Figure 1. Cells colored by class.
(3 px per um)
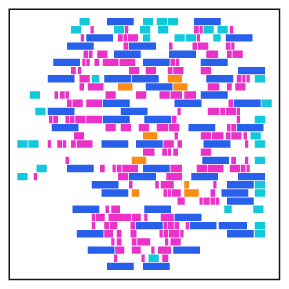
Figure 2. Clock wires, drivers and flops.
(3 px per um)
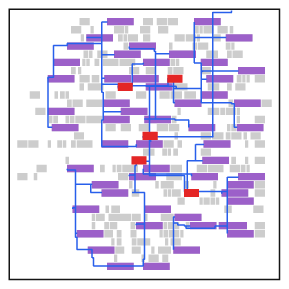
Figure 3. I/O nets highlighted.
(6 px per um)
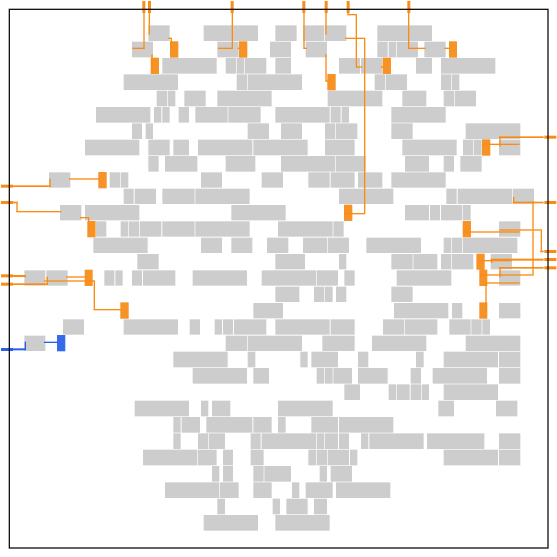
Figure 4. Placed standard cells.
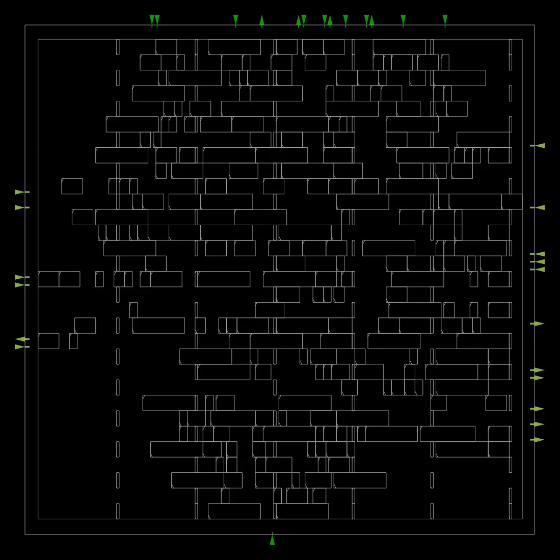
File: src/rtl/seg_scan_ctrl.sv
// seg_scan_ctrl
// Time-multiplexed scan controller for a four-digit seven-segment display that
// shares one decoder. Each digit gets BLANK_CYC dark cycles so the shared
// decoder can settle, then DIV lit cycles. New display data is written into a
// shadow register and copied into the live display register only when the scan
// wraps from digit 3 to digit 0, so a frame never shows a mix of old and new
// digits.
//
// Ports
//   clk        rising-edge clock
//   rst        asynchronous active-high reset
//   en         scan enable; low forces the display dark and rewinds to digit 0
//   load       one-cycle write strobe for data_in
//   data_in    four digit codes, digit i = data_in[4i+3:4i]
//   nibble     code for the shared decoder (nibble[3] = A input)
//   digit_en   one-hot active-high digit select, zero while dark
//   blank      high whenever digit_en is zero
//   pending    shadow register holds data not yet shown
//   frame_done one-cycle pulse on the first cycle of each new frame
//
// Write handshake: there is no back-pressure. Every cycle with load=1 is
// accepted at the next rising edge; a write while pending=1 overwrites the
// shadow (last write wins). A write on the wrap edge goes straight to the
// display and leaves pending clear.
module seg_scan_ctrl #(
   parameter int DIV       = 4,
   parameter int BLANK_CYC = 1
) (
   input  logic        clk,
   input  logic        rst,
   input  logic        en,
   input  logic        load,
   input  logic [15:0] data_in,
   output logic [3:0]  nibble,
   output logic [3:0]  digit_en,
   output logic        blank,
   output logic        pending,
   output logic        frame_done
);

   typedef enum logic {
      ST_BLANK = 1'b0,
      ST_SHOW  = 1'b1
   } state_t;

   localparam logic [7:0] DIV_LAST   = 8'(DIV - 1);
   localparam logic [7:0] BLANK_LAST = 8'(BLANK_CYC - 1);
   localparam bit         NO_BLANK   = (BLANK_CYC == 0);

   state_t      state, state_n;
   logic [1:0]  idx, idx_n;
   logic [7:0]  cnt, cnt_n;
   logic [15:0] disp, disp_n;
   logic [15:0] shadow, shadow_n;
   logic        pending_n;
   logic        wrap;
   logic [3:0]  digit_en_n;
   logic [3:0]  nibble_n;

   // Next-state and next-output logic. Outputs are registered from the
   // next-state values so every output changes cleanly on the clock edge.
   always_comb begin
      state_n   = state;
      idx_n     = idx;
      cnt_n     = cnt;
      disp_n    = disp;
      shadow_n  = shadow;
      pending_n = pending;
      wrap      = 1'b0;

      // The write path keeps working even while scanning is disabled.
      if (load) begin
         shadow_n  = data_in;
         pending_n = 1'b1;
      end

      if (!en) begin
         state_n = ST_BLANK;
         idx_n   = 2'd0;
         cnt_n   = 8'd0;
      end else begin
         case (state)
            ST_BLANK: begin
               // With no blanking configured, BLANK is only ever entered from
               // reset or disable and is left on the very next edge.
               if (NO_BLANK || cnt == BLANK_LAST) begin
                  state_n = ST_SHOW;
                  cnt_n   = 8'd0;
               end else begin
                  cnt_n = cnt + 8'd1;
               end
            end
            ST_SHOW: begin
               if (cnt == DIV_LAST) begin
                  cnt_n   = 8'd0;
                  idx_n   = idx + 2'd1;
                  state_n = NO_BLANK ? ST_SHOW : ST_BLANK;
                  wrap    = (idx == 2'd3);
               end else begin
                  cnt_n = cnt + 8'd1;
               end
            end
            default: begin
               state_n = ST_BLANK;
               cnt_n   = 8'd0;
            end
         endcase
      end

      // Frame wrap is the only point where the live display register changes.
      // A write landing on the wrap edge bypasses the shadow entirely.
      if (wrap) begin
         if (load) begin
            disp_n = data_in;
         end else if (pending) begin
            disp_n = shadow;
         end
         pending_n = 1'b0;
      end

      digit_en_n = (state_n == ST_SHOW) ? (4'b0001 << idx_n) : 4'b0000;
      // The code for the upcoming digit is presented during its blanking
      // interval as well, giving the decoder time to settle before lighting.
      nibble_n   = disp_n[{idx_n, 2'b00} +: 4];
   end

   always_ff @(posedge clk or posedge rst) begin
      if (rst) begin
         state      <= ST_BLANK;
         idx        <= 2'd0;
         cnt        <= 8'd0;
         disp       <= 16'h0000;
         shadow     <= 16'h0000;
         pending    <= 1'b0;
         nibble     <= 4'h0;
         digit_en   <= 4'h0;
         blank      <= 1'b1;
         frame_done <= 1'b0;
      end else begin
         state      <= state_n;
         idx        <= idx_n;
         cnt        <= cnt_n;
         disp       <= disp_n;
         shadow     <= shadow_n;
         pending    <= pending_n;
         nibble     <= nibble_n;
         digit_en   <= digit_en_n;
         blank      <= (state_n != ST_SHOW);
         frame_done <= wrap;
      end
   end

endmodule

File: config.mk
export PLATFORM = sky130hd
export DESIGN_NAME = seg_scan_ctrl
export DESIGN_NICKNAME = d
export VERILOG_FILES = /design/src/rtl/seg_scan_ctrl.sv
export SDC_FILE = /design/constraint.sdc
export NUM_CORES = 1
export LEC_CHECK = 0
export CAP_MARGIN = 20
export CORE_MARGIN = 2
export CORE_UTILIZATION = 35
export CTS_CLUSTER_DIAMETER = 200
export DETAILED_ROUTE_END_ITERATION = 8
export PLACE_DENSITY = 0.55
export SETUP_SLACK_MARGIN = 0.2
export SKIP_LAST_GASP = 1
export SLEW_MARGIN = 20
export SYNTH_ARGS = -nofsm -noshare
export SYNTH_HDL_FRONTEND = slang
export SYNTH_SLANG_ARGS = --single-unit
File: constraint.sdc
create_clock -name clk -period 2.9 [get_ports clk]
set_input_delay 0.58 -clock clk [delete_from_list [all_inputs] [get_ports clk]]
set_output_delay 0.58 -clock clk [all_outputs]
set_load 0.05 [all_outputs]
==> impl_metrics.yaml <==
# synthesis and place-and-route metrics
place:
  dpl.hpwl_mm: 3.03
  place_congestion: 0.736
die:
  fp.dieH_um: 89.5
  coreArea_mm2: 0.00718
  fp_util_pct: 35.7
  chipWidth_um: 89.5
  dieArea_mm2: 0.00802
clock_network:
  tritoncts: "built"
  cts-root-buf: "clkbuf_8"
  clock-sinks: 54
  clockBufferDepth: 2
  clk_latency_ns: 0.31
  post_cts.repair.setup_buffers: 0
yosys:
  syn-cell-area_mm2: 0.00256
  edf_count: 0
  ys_area_mm2: 0.00256
  ys.warnings.count: 0
  yosys_cells: 226
  largest_area_cell: "dfrtp_1"
  ys_seq_elements: 54
global_routing:
  grt_pass1_wl_mm: 7.36
  antenna_found_initial: 0
  grt_max_degree: 50
  grt_remaining_overflow: 0
  grt_pass1_vias: 1483
  track_usage_pct: 12.1
routing:
  via_per_inst: 4.42
  wirelength_mm: 4.53
  wl_per_cell_um: 12.7
  drtPass1Iterations: 4
  antenna_left: 0
  drc: 0
  drt_iter0_drc: 79
sta:
  finalSetupViolations: 0
  fin_crit_sh_pct: 76.4
  tightest_slew_ns: 0.517
  fin_crit_ns: 2.22
  setup_tns_ns: 0
  rsz0062_at_grt: "no"
  finalMaxSlewViolations: 0
worst_setup_path:
  critPathCaptureType: "flip-flop"
  worst-setup-path-type: "flip-flop to flip-flop"
  cp.arrival_ns: 2.41
  path_max_fanout: 18
  cp_slowest_stage_delay_ns: 0.44
  worst_ep_required_time_ns: 3.09
worst_hold_path:
  hp-class: "flip-flop to flip-flop"
  hp-start: "shadow[14]"
finish:
  num-nets-final: 280
  antenna_cells: 0
  syn2layout_area_growth_pct: 18.0
job:
  max_cap_violations: 0
  warnings: 27
status:
  status: "completed"
pwr:
  p_per_area_mw_per_mm2: 507
About Figure 1:
Cyan shows remaining buffers and delay cells, cells 34, share of their area 11%. Magenta shows combinational and other logic, cells 162, share of their area 39%. Orange shows clock drivers and dummy loads, cells 8, share of their area 3.3%. Blue shows sequential cells, cells 54, share of their area 47%.

About Figure 2:
Blue shows clock wires, length 680 um. Red shows clock drivers, count 5. Purple shows flip-flops, count 54.
There are 6 routed clock nets.

About Figure 3:
Orange shows data_in, bits 16, direction input, edge 7 north, 5 east, 4 west, end cells 16, buffers 16, wire 249 um. Blue shows rst, bits 1, direction input, edge west, end cells 1, buffers 1, wire 5.60 um.

About Figure 4:
Seq/total area: 44.7%
Post-Layout Cell Count: 357

## Yosys cell counts (2+ instances only)
cell	n
nand2_1	20
clkbuf_1	3
ha_1	3
mux2_4	9
nor3_1	2
nor2_1	12
nand3_1	5
mux2i_1	29
mux2_2	8
inv_1	22
buf_2	2
o21ai_0	33
xor2_1	6
dfrtp_1	53
buf_12	2
## worst paths after layout
path | slack, ns | depth (start not counted) | end
max | 0.68 | 6 | nibble[3]
min | 0.53 | 2 | shadow[14]
max reg2reg | 0.68 | 6 | nibble[3]
min reg2reg | 0.53 | 2 | shadow[14]
max in group asynchronous | 1.57 | 3 | blank
min in group asynchronous | 0.62 | 2 | disp[13]
## stage by stage
step,setup slack [ns],hold WS (ns),cell area [um2],total power [uW],cells
after global routing,0.511,0.545,3020,1630,357
after global placement,0.492,0.509,2930,1110,349
final,0.684,0.529,3020,1530,357
after floorplan,0.877,0.487,2560,1020,226
after CTS,0.686,0.533,3020,1560,357
after detailed placement,0.488,0.506,2930,1120,349
## layout by cell type, fill, tap and decap left out, types with 2 or more instances in the layout
cell type,n
inv_1,21
mux2_2,8
nor3_1,2
o21ai_0,33
xor2_1,6
ha_1,3
clkdlybuf4s50_1,30
mux2_4,9
buf_4,4
mux2i_1,29
nor2_1,12
inv_2,2
dfrtp_1,53
nand3_1,5
nand2_1,20
clkbuf_8,6
## kinds of logic (layout without fill, tap and decap cells)
group | Yosys count | after routing | synth area share (%)
buffers and inverters | 33 | 65 | 6.79
AND/OR/NAND/NOR | 48 | 48 | 9.53
AND-OR/OR-AND | 35 | 35 | 6.89
adder cells (fa/ha/maj) | 3 | 3 | 1.47
XOR/XNOR | 7 | 7 | 2.39
flip-flops | 54 | 54 | 52.8
multiplexers | 46 | 46 | 20.1
## critical path, delay by kind of cell, from the launching register on
kind | cells | cell delay [ns]
and+or+nand+nor | 2 | 0.70
DFF | 1 | 0.43
adders and majority gates | 1 | 0.31
muxes | 3 | 0.66
## layout make-up
| class | count | area, um2 |
|---|---|---|
| clock inverters | 2 | 12.5 |
| well taps | 99 | 124 |
| repair buffers | 34 | 330 |
| fillers | 694 | 4150 |
| flip-flops and latches | 54 | 1350 |
| clock buffers | 6 | 82.6 |
| multi-input cells | 139 | 1030 |
| inverters | 23 | 86.3 |
## flip-flops by register name, indices dropped and copies added, names as in the netlist
signal / flops
blank: 1
cnt: 8
digit_en: 4
disp: 16
frame_done: 1
idx: 2
nibble: 4
pending: 1
shadow: 16
state: 1
## report_power, final
| part | total, uW | internal, uW | switching (uW) |
|---|---|---|---|
| logic | 256 | 105 | 150 |
| clock network | 437 | 192 | 244 |
| registers | 841 | 806 | 35.0 |
## routing by layer
| layer | track usage (%) | wire length, um |
|---|---|---|
| met3 | 2.59 | 132 |
| met1 | 17.8 | 2260 |
| met5 | 0 | 0 |
| met4 | 4.07 | 71 |
| met2 | 17.6 | 2070 |
Power figures rest on the tool's default switching activity, not on a simulated workload.
